## config.mk

```make
export PLATFORM = sky130hd
export DESIGN_NAME = draw_arbiter
export DESIGN_NICKNAME = d
export VERILOG_FILES = /design/src/rtl/draw_arbiter.sv
export SDC_FILE = /design/constraint.sdc
export NUM_CORES = 1
export LEC_CHECK = 0
export CORE_ASPECT_RATIO = 0.7
export CORE_MARGIN = 1
export CORE_UTILIZATION = 40
export CTS_BUF_LIST = sky130_fd_sc_hd__clkbuf_4
export CTS_CLUSTER_SIZE = 20
export DETAILED_ROUTE_END_ITERATION = 6
export GPL_TIMING_DRIVEN = 0
export PLACE_DENSITY = 0.68
export SLEW_MARGIN = 15
export SYNTH_ARGS = -nofsm -noshare
export SYNTH_HDL_FRONTEND = slang
export SYNTH_SLANG_ARGS = --single-unit
```

## constraint.sdc

```tcl
create_clock -name clk -period 2.65 [get_ports clk]
set_clock_uncertainty 0.2 [all_clocks]
set_input_delay 0.53 -clock clk [delete_from_list [all_inputs] [get_ports clk]]
set_output_delay 0.53 -clock clk [all_outputs]
set_load 0.02 [all_outputs]
```

## src/rtl/draw_arbiter.sv

```systemverilog
// Purpose: round-robin arbiter sharing one VGA pixel-write port between three
//   rectangle requesters; walks the granted rectangle one pixel per clock.
// Latency: req sampled at IDLE edge k -> first pixel at edge k+1; done one edge
//   after the last pixel. Backpressure: none downstream; requesters wait on req.
// Ports:
//   clk, reset_n                 clock, synchronous active-low reset
//   req[2:0]                     level-sensitive request per requester
//   req_x/_y/_w/_h/_colour       packed descriptors, requester i at slot i
//   grant[2:0]                   one-hot, high while that rectangle is drawn
//   done[2:0]                    one-cycle pulse when a rectangle completes
//   busy                         high whenever the FSM is not idle
//   plot, vga_x, vga_y, vga_colour   VGA adapter write port
module draw_arbiter #(
  parameter int XW       = 8,
  parameter int YW       = 7,
  parameter int CW       = 3,
  parameter int SW       = 4,
  parameter int SCREEN_W = 160,
  parameter int SCREEN_H = 120
) (
  input  logic              clk,
  input  logic              reset_n,
  input  logic [2:0]        req,
  input  logic [3*XW-1:0]   req_x,
  input  logic [3*YW-1:0]   req_y,
  input  logic [3*SW-1:0]   req_w,
  input  logic [3*SW-1:0]   req_h,
  input  logic [3*CW-1:0]   req_colour,
  output logic [2:0]        grant,
  output logic [2:0]        done,
  output logic              busy,
  output logic              plot,
  output logic [XW-1:0]     vga_x,
  output logic [YW-1:0]     vga_y,
  output logic [CW-1:0]     vga_colour
);

  typedef enum logic [1:0] {S_IDLE, S_DRAW, S_FIN} state_t;

  // Screen limits widened by one bit so the comparison against the
  // untruncated sum also catches coordinate overflow.
  localparam logic [XW:0] LP_SCR_W = (XW+1)'(SCREEN_W);
  localparam logic [YW:0] LP_SCR_H = (YW+1)'(SCREEN_H);

  state_t        r_state;
  logic [1:0]    r_last;
  logic [1:0]    r_idx;
  logic [XW-1:0] r_bx;
  logic [YW-1:0] r_by;
  logic [SW-1:0] r_bw;
  logic [SW-1:0] r_bh;
  logic [CW-1:0] r_bc;
  logic [SW-1:0] r_cx;
  logic [SW-1:0] r_cy;

  logic [1:0]    w_c1;
  logic [1:0]    w_c2;
  logic [1:0]    w_c3;
  logic [1:0]    w_pick;
  logic [XW:0]   w_sx;
  logic [YW:0]   w_sy;
  logic          w_clip;
  logic          w_last_px;

  // Search order starts just after the last served requester, so the one
  // just served is considered last.
  always_comb begin
    w_c1 = 2'd0;
    w_c2 = 2'd1;
    w_c3 = 2'd2;
    case (r_last)
      2'd0: begin w_c1 = 2'd1; w_c2 = 2'd2; w_c3 = 2'd0; end
      2'd1: begin w_c1 = 2'd2; w_c2 = 2'd0; w_c3 = 2'd1; end
      default: begin w_c1 = 2'd0; w_c2 = 2'd1; w_c3 = 2'd2; end
    endcase
    w_pick = w_c3;
    if (req[w_c1])      w_pick = w_c1;
    else if (req[w_c2]) w_pick = w_c2;
  end

  always_comb begin
    w_sx      = {1'b0, r_bx} + {{(XW+1-SW){1'b0}}, r_cx};
    w_sy      = {1'b0, r_by} + {{(YW+1-SW){1'b0}}, r_cy};
    w_clip    = (w_sx >= LP_SCR_W) || (w_sy >= LP_SCR_H);
    w_last_px = (r_cx == r_bw) && (r_cy == r_bh);
  end

  always_ff @(posedge clk) begin
    if (!reset_n) begin
      r_state    <= S_IDLE;
      r_last     <= 2'd2;
      r_idx      <= 2'd0;
      r_bx       <= '0;
      r_by       <= '0;
      r_bw       <= '0;
      r_bh       <= '0;
      r_bc       <= '0;
      r_cx       <= '0;
      r_cy       <= '0;
      grant      <= '0;
      done       <= '0;
      busy       <= 1'b0;
      plot       <= 1'b0;
      vga_x      <= '0;
      vga_y      <= '0;
      vga_colour <= '0;
    end else begin
      case (r_state)
        S_IDLE: begin
          done <= '0;
          plot <= 1'b0;
          if (|req) begin
            r_idx   <= w_pick;
            r_bx    <= req_x[w_pick*XW +: XW];
            r_by    <= req_y[w_pick*YW +: YW];
            r_bw    <= req_w[w_pick*SW +: SW];
            r_bh    <= req_h[w_pick*SW +: SW];
            r_bc    <= req_colour[w_pick*CW +: CW];
            r_cx    <= '0;
            r_cy    <= '0;
            grant   <= 3'b001 << w_pick;
            busy    <= 1'b1;
            r_state <= S_DRAW;
          end
        end
        S_DRAW: begin
          // Clipped pixels still move the coordinates, only the write is masked.
          plot       <= !w_clip;
          vga_x      <= w_sx[XW-1:0];
          vga_y      <= w_sy[YW-1:0];
          vga_colour <= r_bc;
          if (r_cx < r_bw) begin
            r_cx <= r_cx + SW'(1);
          end else begin
            r_cx <= '0;
            r_cy <= r_cy + SW'(1);
          end
          if (w_last_px) r_state <= S_FIN;
        end
        S_FIN: begin
          plot    <= 1'b0;
          grant   <= '0;
          done    <= grant;
          busy    <= 1'b0;
          r_last  <= r_idx;
          r_cx    <= '0;
          r_cy    <= '0;
          r_state <= S_IDLE;
        end
        default: r_state <= S_IDLE;
      endcase
    end
  end

endmodule

```

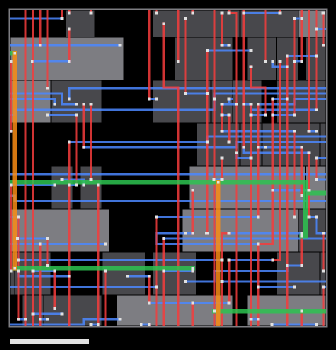
**Above:** close-up of the layout.
Bar = 5 um. Window x 48 to 68, y 47 to 67 um. Cells in grey, sequential cells in the stronger grey; small squares are vias.
Key: metal 4 = orange; metal 2 = red; metal 3 = green; metal 1 = blue
Netlist names of flops here include r_cy (2). 29 logic cells have their middle in the window. Sequential cells in the window: 6. Most frequent: dfxtp_1 (6), nand2_1 (4), clkdlybuf4s50_1 (4).

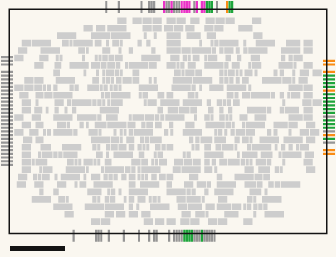
**Above:** pin map.
Bar = 20 um. Pins as bars across the die edge, other pins in grey.
Key: vga_x = orange [pins 8, direction output, edge 7 right, 1 top]; req_x = green [pins 24, direction input, edge 14 right, 5 top, 5 bottom]; req_colour = magenta [pins 9, direction input, edge top]

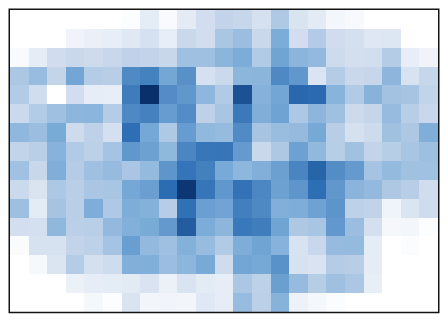
**Above:** wire density map.
23 x 16 tiles, from white (low) to dark blue (high), scaled to the fullest tile. Values are wire area over tile area, all layers added.
The emptiest ninth of the die: bottom right. The fullest tile reaches 0.58. 20% of the tiles are over half the peak. The densest ninth of the die: middle. The mean over all tiles is 0.19. 11% of the tiles are nearly empty.

==> flow_metrics.tcl <==
# collected from the flow reports
set metrics [dict create \
    inv_count 19 \
    grt_pass1_vias 3269 \
    ys_sh_xor_pct 3.16 \
    status "complete, no violations" \
    total_power_mw 2.59 \
    top_layer "met4" \
    clock_cell_area_share_pct 2.30 \
    start_kind "flop" \
    ir_drop_mv 0.208 \
    area_leaders "dfxtp_1 (37%), a221oi_2 (7.5%), nand2_1 (7.5%), o21ai_0 (5.3%), a21oi_1 (4.9%)" \
    syn_nets 524 \
    synth.distinct_cells 45 \
    crit_arrival_ps 2600 \
    async_flop_share_pct 0 \
    firstDrtPassIters 5 \
    common_cells "nand2_1 (72), dfxtp_1 (66), o21ai_0 (38)" \
    post-route-cell-area_um2 4950 \
    wl_per_cell_um 16.5 \
    max_stage_delay_ps 450 \
    comb-cell-share_pct 41.5 \
    num_rows 28 \
    cts_resized 0 \
    tap_cells 120 \
    slew_viol_final 0 \
    ant_nets 0 \
    reg2reg_to "plot" \
    critical_path.most_common_cell "inv_1" \
    seqAreaFraction_pct 26.7 \
    finalHoldViolations 0 \
    synthesis.area_um2 3610 \
    p_clk_uw 587 \
    cp_slowest_cell "dfxtp_1" \
    dp_cells 653 \
    final_cells 669 \
    wl_met3_um 777 \
    powerSeq_mw 1.18 \
    openroad.warnings 26 \
    worstMarginPinSlew_ps 674 \
    hold_path_end "vga_colour[2]" \
    cts_hold_buf 0 \
    rrSetupSlack_ps 180 \
    overflow 0 \
    tns_ps 0 \
    path_clk_slew_ps 110 \
    rr_worst_depth 9 \
    top_usage_layer "met2" \
    clk_latency_ps 430 \
    mux_area_share_pct 1.11 \
    drt_wl_total_um 11000 \
    grt_util_met1_pct 32.6 \
    yosysCellCount 425 \
    top_cell "nand2_1" \
    signal_buffers 136 \
    hpwl_um 8350 \
    die_height_um 81.5 \
    drt-initial-drc-count 188 \
    cts_buffers 9 \
    ys_ff 66 \
    gp_congestion 0.954 \
    synthAdderAreaFrac_pct 5.96 \
    synthTopLogicFamily "AND-OR/OR-AND gates" \
    ctsLongestPathBuffers 2 \
    clkbuf_count 9 \
    cts_tree "yes" \
    p_comb_share_pct 31.9 \
    timing.rr.start "r_cx[0]" \
    syn_area_per_cell_um2 8.49 \
    design.core.area_um2 8580 \
    worst-path-buf-inv 2 \
    htreeDepth 3 \
    cp_cell_sequence "ha_1 > inv_1 > fa_1 > nand2b_1 > a21oi_1 > inv_1 > o21ai_1 > nand3_1 > a31o_1" \
    vias 3539 \
    yosysChipArea_um2 3610 \
    fmax_ghz 0.405 \
    fill_cells 784 \
    hp-start "vga_colour[2]" \
    wl_met1_um 5240 \
    top_power_group "registers" \
    ff_latch_area_um2 1320 \
    dr_wl_met2_um 4920 \
    portBuffers 108 \
    clockRootBuffer "clkbuf_4" \
    lay_top_cells "clkdlybuf4s50_1 (108), nand2_1 (72), dfxtp_1 (66)" \
    vias_per_cell 5.29 \
    cp.depth 9 \
    rsz0062_at_grt "false" \
    post-route-period-util_pct 93.1 \
    grt_use_met2_pct 39.2 \
]
